Fig. 1: M1 wires
Supply wires on this layer in gray.
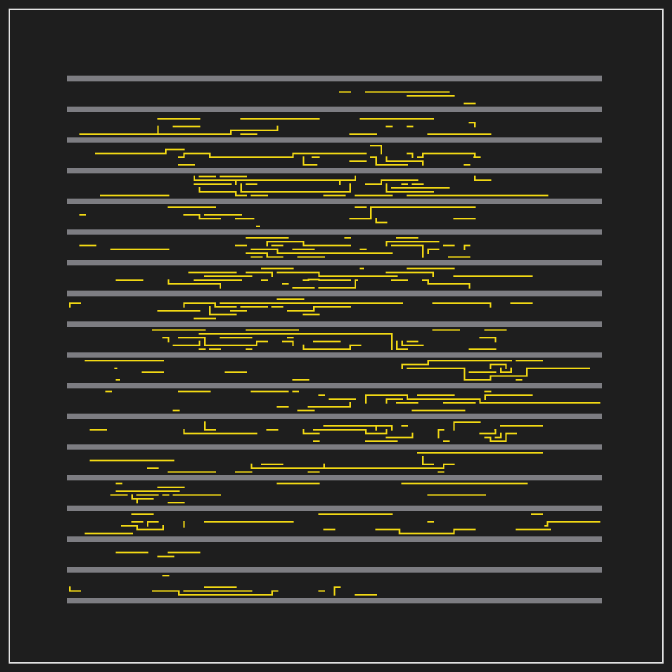
Fig. 2: routed metal per tile
The die is cut into 12 by 12 equal tiles; black is low, pale yellow is high, scaled to the fullest tile. Values are wire area over tile area, all layers added.
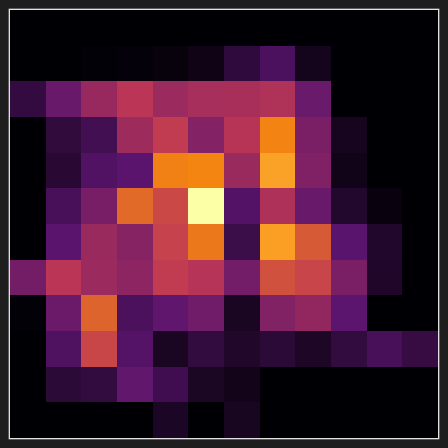
Fig. 3: wiring by layer
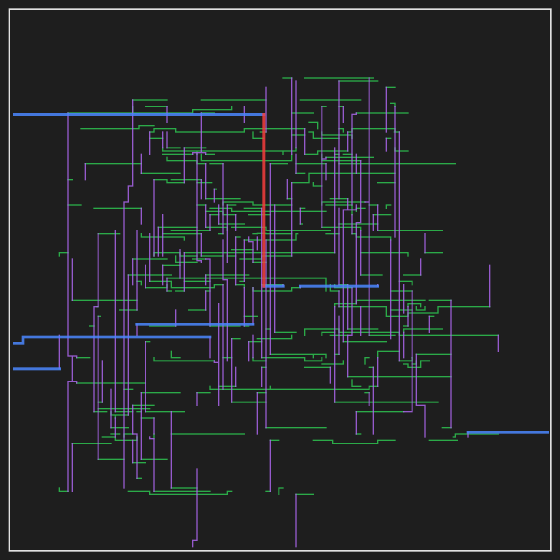
Fig. 4: cells colored by class
Bar = 20 um. Fill, decap, tap and diode cells in gray.
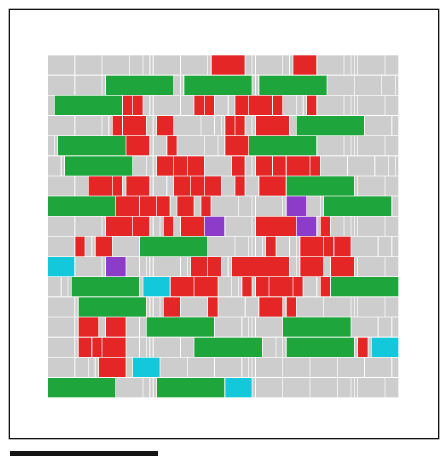
==> config.mk <==
export PLATFORM = sky130hd
export DESIGN_NAME = button_debounce
export DESIGN_NICKNAME = d
export VERILOG_FILES = /design/src/rtl/button_debounce.sv
export SDC_FILE = /design/constraint.sdc
export NUM_CORES = 1
export LEC_CHECK = 0
export CAP_MARGIN = 20
export CORE_MARGIN = 5
export CORE_UTILIZATION = 45
export DETAILED_ROUTE_END_ITERATION = 10
export MAX_ROUTING_LAYER = met4
export SLEW_MARGIN = 10
export SYNTH_ARGS = -nofsm -noshare
export SYNTH_HDL_FRONTEND = slang
export SYNTH_SLANG_ARGS = --single-unit
==> constraint.sdc <==
create_clock -name clk -period 3.5 [get_ports clk]
set_input_delay 0.7 -clock clk [delete_from_list [all_inputs] [get_ports clk]]
set_output_delay 0.7 -clock clk [all_outputs]
set_load 0.01 [all_outputs]
==> flow_summary.ini <==
; synthesis and place-and-route metrics
[final_layout]
logic_gates = 70
syn_to_final_growth_pct = 10.0
buffer_area_share_pct = 4.43
largest_reg_flops = 16
final_cell_mix = dfrtp_1 (21), nor2_1 (16), xnor2_1 (10)
inverters_excl_clock = 5
flops = 21
drive_gt1_share_pct = 10.5

[global_route]
gr-total-overflow = 0
met3_usage_pct = 5.35

[pwr]
seq_power_share_pct = 58.8
combPwrFrac_pct = 16.9
p_leak_nw = 0.436
vdd.ir_drop.worst_mv = 0.300

[synth]
yosysUniqueCellTypes = 26
flop_cell = dfrtp_1
edf_count = 0
area_leaders = dfrtp_1 (51%), xnor2_1 (8.5%), nor2_1 (5.9%), xor2_1 (4.3%), nand4_1 (3.7%)

[placement]
postPlaceCellArea_um2 = 1100

[outcome]
status = completed

[final_timing]
slew_headroom_pct = 47.9
fin_ws_ns = 1.57
min_period_over_period_pct = 55.2

[setup_path]
max_stage_delay_ns = 0.54

[flow_run]
warning_count = 26

[die]
die_w_um = 57.8

[clock_tree]
clk_latency_ns = 0.31
About Fig. 1:
main direction: horizontal
longest straight run: 17.0 um
nets with wire on the layer: 100
wire length on this layer: 790 um
share of all routed wire: 45%
met1 usage: 15.0%
total wire length: 1.74 mm
Vias: 701

About Fig. 2:
nearly empty tiles: 37%
fullest tile: 0.41
emptiest ninth of the die: north-east
densest ninth of the die: center
WL per Instance: 13.1 um
total global-route track usage: 12.7%

About Fig. 3:
| layer | color | wire length |
|---|---|---|
| metal 1 | green | 790 um |
| metal 4 | red | 18.4 um |
| metal 3 | blue | 84.4 um |
| metal 2 | purple | 850 um |

About Fig. 4:
| class | color | cells |
|---|---|---|
| flops | green | 21 |
| clock drivers and dummy loads | purple | 4 |
| other buffers and delay cells | cyan | 5 |
| combinational and other logic | red | 75 |
core area: 2190 um2
Finished Core Util: 51.5%
Seq area share: 46.6%
Post-Layout Inst Area: 1130 um2

[per-layer routing]
| layer | wire (um) | part of all wire, % |
|---|---|---|
| met1 | 790 | 45 |
| met2 | 850 | 49 |
| met3 | 84 | 4.8 |
| met4 | 18 | 1.0 |
| met5 | 0 | 0 |
[cell families after synthesis]
| group | Yosys count | synth area share (%) |
|---|---|---|
| AND/OR/NAND/NOR | 51 | 29.6 |
| flip-flops | 21 | 51.2 |
| XOR/XNOR | 15 | 12.8 |
| buffers and inverters | 7 | 3.05 |
| AND-OR/OR-AND | 3 | 2.07 |
| adder cells (fa/ha/maj) | 1 | 1.22 |
